**src/rtl/cpu_rf_pkg.sv**
```systemverilog
// -----------------------------------------------------------------------------
// cpu_rf_pkg
// Shared definitions for clients of the 16-entry, 32-bit CPU register file.
//
// Contents:
//   RF_DATA_WIDTH / RF_IDX_WIDTH / RF_NUM_REGS : register-file geometry
//   ZERO_REG_IDX                               : index of the hard-wired zero register
//   ZERO_REG_EN                                : 1 when OPFETCH_ZERO_REG_EN is defined
//   is_zero_reg()                              : index reads as constant zero
//   bypass_hit()                               : snooped write targets a read index
//
// Build option: OPFETCH_ZERO_REG_EN makes register 0 read as zero and
// excludes it from every bypass path.
// -----------------------------------------------------------------------------
package cpu_rf_pkg;

   localparam int RF_DATA_WIDTH = 32;
   localparam int RF_IDX_WIDTH  = 4;
   localparam int RF_NUM_REGS   = 16;

   localparam logic [RF_IDX_WIDTH-1:0] ZERO_REG_IDX = 4'd0;

`ifdef OPFETCH_ZERO_REG_EN
   localparam logic ZERO_REG_EN = 1'b1;
`else
   localparam logic ZERO_REG_EN = 1'b0;
`endif

   // True when the index is the hard-wired zero register (only with the option on).
   function automatic logic is_zero_reg(input logic [RF_IDX_WIDTH-1:0] idx);
      return ZERO_REG_EN & (idx == ZERO_REG_IDX);
   endfunction

   // A write is forwarded only to a matching index that is not the zero register.
   function automatic logic bypass_hit(input logic                    en,
                                       input logic [RF_IDX_WIDTH-1:0] wr_idx,
                                       input logic [RF_IDX_WIDTH-1:0] rd_idx);
      return en & (wr_idx == rd_idx) & ~is_zero_reg(rd_idx);
   endfunction

endpackage : cpu_rf_pkg

```
**src/rtl/operand_bypass_mux.sv**
```systemverilog
// -----------------------------------------------------------------------------
// operand_bypass_mux
// Per-operand source select for the S1->S2 transfer of operand_fetch.
//
// Ports:
//   rd_idx    in  register index of this operand
//   rf_data   in  register-file read data for rd_idx (read issued last edge)
//   wbq_en/idx/data in  write that landed on the edge the read was sampled
//   wb_en/idx/data  in  write landing on the coming edge
//   op        out value to load into the output stage
//
// Priority: zero register, then live write (youngest), then registered write,
// then register-file data.
// -----------------------------------------------------------------------------
module operand_bypass_mux
   import cpu_rf_pkg::*;
#(
   parameter int DATA_WIDTH = RF_DATA_WIDTH,
   parameter int IDX_WIDTH  = RF_IDX_WIDTH
) (
   input  logic [IDX_WIDTH-1:0]  rd_idx,
   input  logic [DATA_WIDTH-1:0] rf_data,
   input  logic                  wbq_en,
   input  logic [IDX_WIDTH-1:0]  wbq_idx,
   input  logic [DATA_WIDTH-1:0] wbq_data,
   input  logic                  wb_en,
   input  logic [IDX_WIDTH-1:0]  wb_idx,
   input  logic [DATA_WIDTH-1:0] wb_data,
   output logic [DATA_WIDTH-1:0] op
);

   // Select the newest value of the register, or zero for the zero register.
   always_comb begin
      op = rf_data;
      if (is_zero_reg(rd_idx)) begin
         op = {DATA_WIDTH{1'b0}};
      end else if (bypass_hit(wb_en, wb_idx, rd_idx)) begin
         op = wb_data;
      end else if (bypass_hit(wbq_en, wbq_idx, rd_idx)) begin
         // The register file returned the pre-write value on that edge.
         op = wbq_data;
      end else begin
         op = rf_data;
      end
   end

endmodule : operand_bypass_mux

```
**src/rtl/operand_fetch.sv**
```systemverilog
// -----------------------------------------------------------------------------
// operand_fetch
// Read-side client of the CPU register file (1-cycle synchronous read).
// Accepts (idx_a, idx_b, tag) requests, issues register-file reads, applies
// write-bus bypass and presents both operands downstream. Two stages:
// S1 = read in flight, S2 = output register.
//
// Ports:
//   clk, rst                 clock (rising edge), async active-high reset
//   req_valid/req_ready      request handshake; req_idx_a/b, req_tag payload
//   rf_idx_a/b               register-file read indices (combinational)
//   rf_data_a/b              register-file read data, one cycle after index
//   wb_en/wb_idx/wb_data     snooped register-file write port
//   out_valid/out_ready      output handshake; out_a/out_b/out_tag payload
//
// Build option: OPFETCH_ZERO_REG_EN -- register 0 always reads as zero.
// -----------------------------------------------------------------------------
module operand_fetch
   import cpu_rf_pkg::*;
#(
   parameter int DATA_WIDTH = RF_DATA_WIDTH,
   parameter int IDX_WIDTH  = RF_IDX_WIDTH,
   parameter int TAG_WIDTH  = 8
) (
   input  logic                  clk,
   input  logic                  rst,
   input  logic                  req_valid,
   output logic                  req_ready,
   input  logic [IDX_WIDTH-1:0]  req_idx_a,
   input  logic [IDX_WIDTH-1:0]  req_idx_b,
   input  logic [TAG_WIDTH-1:0]  req_tag,
   output logic [IDX_WIDTH-1:0]  rf_idx_a,
   output logic [IDX_WIDTH-1:0]  rf_idx_b,
   input  logic [DATA_WIDTH-1:0] rf_data_a,
   input  logic [DATA_WIDTH-1:0] rf_data_b,
   input  logic                  wb_en,
   input  logic [IDX_WIDTH-1:0]  wb_idx,
   input  logic [DATA_WIDTH-1:0] wb_data,
   output logic                  out_valid,
   input  logic                  out_ready,
   output logic [DATA_WIDTH-1:0] out_a,
   output logic [DATA_WIDTH-1:0] out_b,
   output logic [TAG_WIDTH-1:0]  out_tag
);

   logic                  s1_valid_q, s1_valid_d;
   logic [IDX_WIDTH-1:0]  s1_idx_a_q, s1_idx_a_d, s1_idx_b_q, s1_idx_b_d;
   logic [TAG_WIDTH-1:0]  s1_tag_q, s1_tag_d;

   logic                  out_valid_q, out_valid_d;
   logic [DATA_WIDTH-1:0] out_a_q, out_a_d, out_b_q, out_b_d;
   logic [TAG_WIDTH-1:0]  out_tag_q, out_tag_d;
   logic [IDX_WIDTH-1:0]  s2_idx_a_q, s2_idx_a_d, s2_idx_b_q, s2_idx_b_d;

   logic                  wbq_en_q, wbq_en_d;
   logic [IDX_WIDTH-1:0]  wbq_idx_q, wbq_idx_d;
   logic [DATA_WIDTH-1:0] wbq_data_q, wbq_data_d;

   logic                  s2_free, accept, advance;
   logic [DATA_WIDTH-1:0] adv_a, adv_b;

   // Handshake control and read-index steering.
   always_comb begin
      s2_free   = ~out_valid_q | out_ready;
      req_ready = ~s1_valid_q | s2_free;
      accept    = req_valid & req_ready;
      advance   = s1_valid_q & s2_free;
      // A stalled S1 keeps re-reading its own indices every cycle.
      rf_idx_a  = accept ? req_idx_a : s1_idx_a_q;
      rf_idx_b  = accept ? req_idx_b : s1_idx_b_q;
   end

   operand_bypass_mux #(.DATA_WIDTH(DATA_WIDTH), .IDX_WIDTH(IDX_WIDTH)) u_mux_a (
      .rd_idx  (s1_idx_a_q),
      .rf_data (rf_data_a),
      .wbq_en  (wbq_en_q),
      .wbq_idx (wbq_idx_q),
      .wbq_data(wbq_data_q),
      .wb_en   (wb_en),
      .wb_idx  (wb_idx),
      .wb_data (wb_data),
      .op      (adv_a)
   );

   operand_bypass_mux #(.DATA_WIDTH(DATA_WIDTH), .IDX_WIDTH(IDX_WIDTH)) u_mux_b (
      .rd_idx  (s1_idx_b_q),
      .rf_data (rf_data_b),
      .wbq_en  (wbq_en_q),
      .wbq_idx (wbq_idx_q),
      .wbq_data(wbq_data_q),
      .wb_en   (wb_en),
      .wb_idx  (wb_idx),
      .wb_data (wb_data),
      .op      (adv_b)
   );

   // S1 next state and write-snoop capture.
   always_comb begin
      s1_valid_d = s1_valid_q;
      s1_idx_a_d = s1_idx_a_q;
      s1_idx_b_d = s1_idx_b_q;
      s1_tag_d   = s1_tag_q;
      if (accept) begin
         s1_valid_d = 1'b1;
         s1_idx_a_d = req_idx_a;
         s1_idx_b_d = req_idx_b;
         s1_tag_d   = req_tag;
      end else if (advance) begin
         s1_valid_d = 1'b0;
      end else begin
         s1_valid_d = s1_valid_q;
      end
      wbq_en_d   = wb_en;
      wbq_idx_d  = wb_idx;
      wbq_data_d = wb_data;
   end

   // S2 next state: load from S1, drain on handshake, or refresh held operands.
   always_comb begin
      out_valid_d = out_valid_q;
      out_a_d     = out_a_q;
      out_b_d     = out_b_q;
      out_tag_d   = out_tag_q;
      s2_idx_a_d  = s2_idx_a_q;
      s2_idx_b_d  = s2_idx_b_q;
      if (advance) begin
         out_valid_d = 1'b1;
         out_a_d     = adv_a;
         out_b_d     = adv_b;
         out_tag_d   = s1_tag_q;
         s2_idx_a_d  = s1_idx_a_q;
         s2_idx_b_d  = s1_idx_b_q;
      end else if (out_valid_q & out_ready) begin
         out_valid_d = 1'b0;
      end else if (out_valid_q) begin
         // Held result: writes come from older instructions, so track them.
         if (bypass_hit(wb_en, wb_idx, s2_idx_a_q)) begin
            out_a_d = wb_data;
         end else begin
            out_a_d = out_a_q;
         end
         if (bypass_hit(wb_en, wb_idx, s2_idx_b_q)) begin
            out_b_d = wb_data;
         end else begin
            out_b_d = out_b_q;
         end
      end else begin
         out_valid_d = 1'b0;
      end
   end

   // Pipeline state registers with asynchronous reset.
   always_ff @(posedge clk or posedge rst) begin
      if (rst) begin
         s1_valid_q  <= 1'b0;
         s1_idx_a_q  <= {IDX_WIDTH{1'b0}};
         s1_idx_b_q  <= {IDX_WIDTH{1'b0}};
         s1_tag_q    <= {TAG_WIDTH{1'b0}};
         out_valid_q <= 1'b0;
         out_a_q     <= {DATA_WIDTH{1'b0}};
         out_b_q     <= {DATA_WIDTH{1'b0}};
         out_tag_q   <= {TAG_WIDTH{1'b0}};
         s2_idx_a_q  <= {IDX_WIDTH{1'b0}};
         s2_idx_b_q  <= {IDX_WIDTH{1'b0}};
         wbq_en_q    <= 1'b0;
         wbq_idx_q   <= {IDX_WIDTH{1'b0}};
         wbq_data_q  <= {DATA_WIDTH{1'b0}};
      end else begin
         s1_valid_q  <= s1_valid_d;
         s1_idx_a_q  <= s1_idx_a_d;
         s1_idx_b_q  <= s1_idx_b_d;
         s1_tag_q    <= s1_tag_d;
         out_valid_q <= out_valid_d;
         out_a_q     <= out_a_d;
         out_b_q     <= out_b_d;
         out_tag_q   <= out_tag_d;
         s2_idx_a_q  <= s2_idx_a_d;
         s2_idx_b_q  <= s2_idx_b_d;
         wbq_en_q    <= wbq_en_d;
         wbq_idx_q   <= wbq_idx_d;
         wbq_data_q  <= wbq_data_d;
      end
   end

   assign out_valid = out_valid_q;
   assign out_a     = out_a_q;
   assign out_b     = out_b_q;
   assign out_tag   = out_tag_q;

endmodule : operand_fetch

```
**config.mk**
```make
export PLATFORM = sky130hd
export DESIGN_NAME = operand_fetch
export DESIGN_NICKNAME = d
export VERILOG_FILES = /design/src/rtl/cpu_rf_pkg.sv /design/src/rtl/operand_bypass_mux.sv /design/src/rtl/operand_fetch.sv
export SDC_FILE = /design/constraint.sdc
export NUM_CORES = 1
export LEC_CHECK = 0
export CAP_MARGIN = 20
export CORE_UTILIZATION = 54
export CTS_CLUSTER_SIZE = 20
export DETAILED_ROUTE_END_ITERATION = 6
export PLACE_DENSITY = 0.95
export REMOVE_ABC_BUFFERS = 1
export SYNTH_ARGS = -nofsm -noshare
export SYNTH_HDL_FRONTEND = slang
export SYNTH_HIERARCHICAL = 1
export SYNTH_SLANG_ARGS = --single-unit
export TNS_END_PERCENT = 30
```
**constraint.sdc**
```tcl
create_clock -name clk -period 11.4 [get_ports clk]
set_input_delay 2.28 -clock clk [delete_from_list [all_inputs] [get_ports clk]]
set_output_delay 2.28 -clock clk [all_outputs]
set_load 0.01 [all_outputs]
```
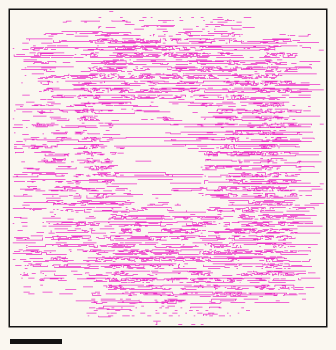
met1.png
The bar under the picture is 20 um long.
972 nets have wire on it. The layer carries 9530 um of wire. The wires run mostly horizontal. The layer holds 35% of the routed length. The longest straight run is 43.2 um.
total routed wirelength: 27400 um
Vias: 8359
M1 GR Usage: 44.95%

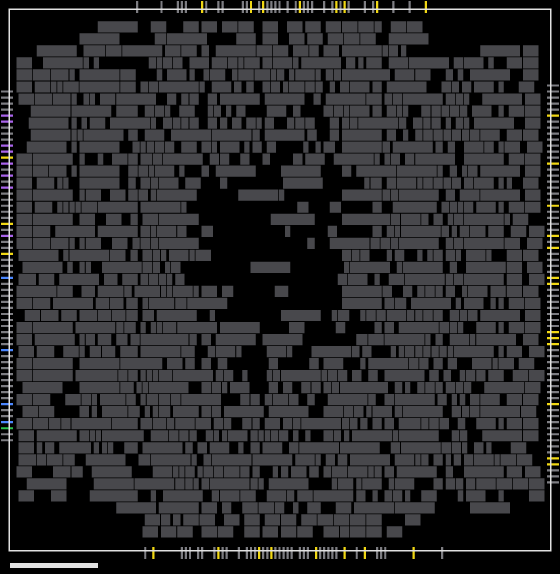
pins.png
The bar under the picture is 20 um long. Pins as bars across the die edge, other pins in grey.
Key: wb_idx = blue [pins 4, direction input, edge west]; req_tag = purple [pins 8, direction input, edge west]; wb_en = green [pins 1, direction input, edge west]; out_b = yellow [pins 32, direction output, edge 13 east, 8 north, 8 south, 3 west]
All pins by edge: 67 east, 59 west, 41 south, 36 north.
Chip Height: 122.1 um
I/O Buffers: 202
Die Wd: 122.1 um

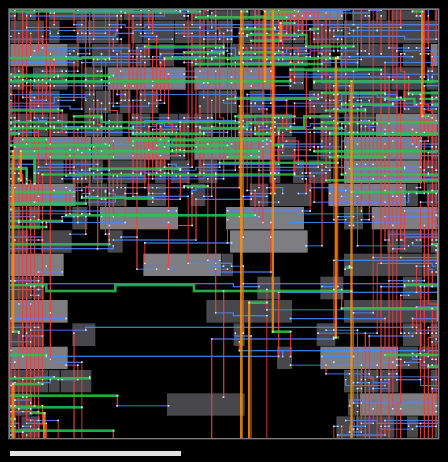
zoom.png
The bar under the picture is 20 um long. Window x 36 to 86, y 60 to 110 um. Cells in grey, sequential cells in the stronger grey; small squares are vias.
Key: met2 = red; met4 = orange; met3 = green; met1 = blue
Netlist names of flops here include out_b (10), wbq_data_q (8), out_a (3). 147 logic cells have their middle in the window. Sequential cells in the window: 21. Most frequent: nand2_1 (29), nand4_1 (26), dfrtp_1 (21).

==> results.py <==
# Synthesis and PnR figures
metrics = {
    "run_status": {
        "outcome": "finished clean",
    },
    "pwr": {
        "p_leak_nw": 4.119,
        "p_per_area_nw_per_um2": 171.0,
        "power_mw": 1.787,
    },
    "critical_path": {
        "path_buffers": 2,
        "crit_slowest_cell": "nand2_1",
        "path_cells": "clkdlybuf4s50_1, nand3b_1, nand2_1, mux2_2, clkdlybuf4s50_1",
        "cp_data_arrival_time_ps": 4360,
        "crit_type": "in2out",
        "worstPathRequired_ps": 9120,
        "cp_max_fo": 16,
        "r2r-end": "out_a[11]",
        "r2r_start": "s1_idx_a_q[3]",
        "cpPeakStageDelay_ps": 510,
        "r2r_setup_slack_ps": 8490,
    },
    "die": {
        "core_area_um2": 13990,
        "ioPinCount": 203,
        "floorplan.core_util_pct": 55.72,
    },
    "drt": {
        "antenna_left": 0,
        "remaining_drc_errors": 0,
        "wl_per_cell_um": 22.82,
    },
    "final_timing": {
        "setup_viol": 0,
        "max_slew_margin_pct": 23.39,
        "rsz0062_at_grt": "false",
        "worst_pin_slew_ps": 1149,
        "max_freq_ghz": 0.1506,
        "period_needed_ps": 6640,
        "drv_slew": 0,
    },
    "finish": {
        "layout_top_cells": "clkdlybuf4s50_1 (202), nand2_1 (179), dfrtp_1 (134)",
        "lay_top_count": "clkdlybuf4s50_1",
        "drive_above_1_share_pct": 14.01,
    },
    "synthesis": {
        "ys_chip_area_um2": 7794,
        "avgSynthCellArea_um2": 9.010,
        "yosys.area.top_type_share_pct": 43.35,
        "syn_inst": 865,
        "yosysWarningCount": 6,
        "area_leaders": "dfrtp_1 (43%), nand4_1 (10%), o211ai_2 (9.6%)",
    },
    "grt": {
        "grt_pass1_wl_um": 41970,
        "overflow": 0,
        "grt_pass1_vias": 8305,
        "grt_max_degree": 90,
    },
    "clock_tree": {
        "ctsResizeCount": 0,
        "hold_buffers": 0,
        "htree_levels": 4,
        "root_buffer": "clkbuf_16",
        "cts_setup_buffers": 0,
        "path_clk_slew_ps": 60,
    },
    "placement": {
        "hpwl_um": 15740,
    },
}
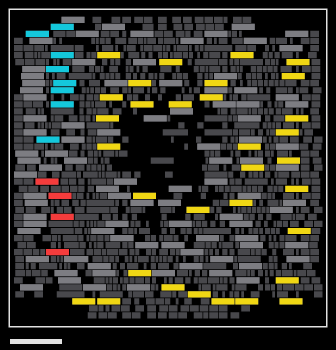
registers.png
The bar under the picture is 20 um long.
Key: wbq_idx_q = red [sequential cells 4]; out_tag = cyan [sequential cells 8, where north-west]; out_b = yellow [sequential cells 32]
flop share of the area: 32.34%
sequential cell power: 0.612 mW
Final Util: 74.71%
FF/Latch Area: 3379 um^2

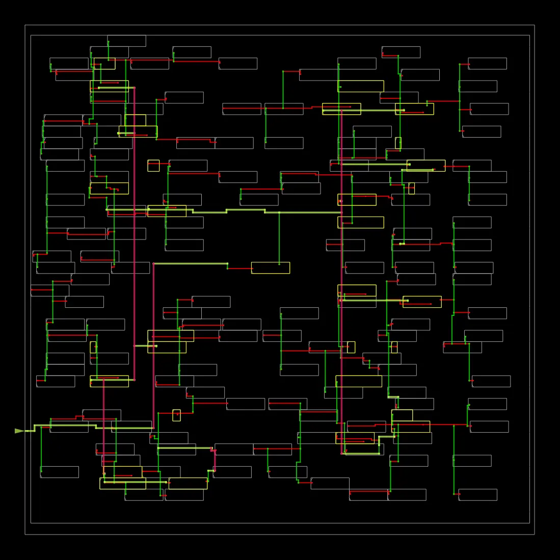
final_clocks.png
worst clock skew: 5.506 ps
Latency at later pin: 430 ps
Flops: 135

-- metal layers --
layer / track usage [%] / share of wire, %
met2: 57.38 / 45
met3: 11.33 / 14
met4: 23.25 / 5.6
met5: 0 / 0
met1: 44.95 / 35
-- registers in the layout (all words and copies together) (netlist names), 4 cells and up --
register    cells
s1_idx_b_q      4
s1_idx_a_q      4
out_tag         8
out_a          32
wbq_idx_q       4
s2_idx_b_q      4
wbq_data_q     32
s2_idx_a_q      4
s1_tag_q        8
out_b          32
-- report_power, final --
part / total (mW) / leakage [nW] / internal [mW] / switching [mW]
clock: 0.613 / 0.314 / 0.405 / 0.208
sequential: 0.612 / 1.62 / 0.558 / 0.0540
combinational: 0.563 / 2.19 / 0.244 / 0.319
-- worst min-delay path, stage by stage (launching register included) --
cell and delay (ps):
dfrtp_1 340, nand2_1 50, nand2_1 50
-- cell type report --
class / instances / area, um^2 / share of cell area, %
clock buffer: 24 / 481.7 / 4.609
clock inverter: 8 / 167.7 / 1.604
inverter: 3 / 16.27 / 0.1556
multi-input combinational: 630 / 3976 / 38.05
sequential: 135 / 3379 / 32.34
tap: 180 / 225.2 / 2.155
timing repair buffer: 221 / 2205 / 21.09
-- Yosys cell counts, drive strengths merged --
library cell and count:
a31oi 64, or2 2, a2111o 2, nor2b 4, o2111ai 2, o211ai 64, xor2 10, o21ai 64
buf 24, mux2 16, nor2 3, and3 2, nand2 180, nand3b 2, inv 3, and2 3
xnor2 8, clkbuf 73, nand3 2, nand2b 7, nand4 128, nor3 67, dfrtp 135
-- how the worst min path moves through the flow --
stage / to / startpoint / slack (ps)
after floorplan: out_tag[0] / s1_tag_q[0] / 430
after global placement: out_tag[5] / s1_tag_q[5] / 440
after detailed placement: out_tag[2] / s1_tag_q[2] / 460
after CTS: out_tag[6] / s1_tag_q[6] / 470
after global routing: out_tag[6] / s1_tag_q[6] / 500
final: out_tag[6] / s1_tag_q[6] / 470
-- kinds of logic after synthesis --
logic type / synth area share, %
buffers and inverters: 6.502
XOR/XNOR: 2.216
multiplexers: 2.312
flip-flops: 43.35
AND-OR/OR-AND: 19.78
AND/OR/NAND/NOR: 25.85
-- through the flow --
stage | util [%] | std cells | setup slack, ps | area, um^2
finish | 74.71 | 1201 | 4760 | 10450
CTS | 74.32 | 1199 | 4751 | 10400
global route | 74.71 | 1201 | 4630 | 10450
detailed placement | 69.68 | 1167 | 4758 | 9747
global placement | 69.68 | 1167 | 4850 | 9747
floorplan | - | 768 | 5509 | 7298
Power figures rest on the tool's default switching activity, not on a simulated workload.
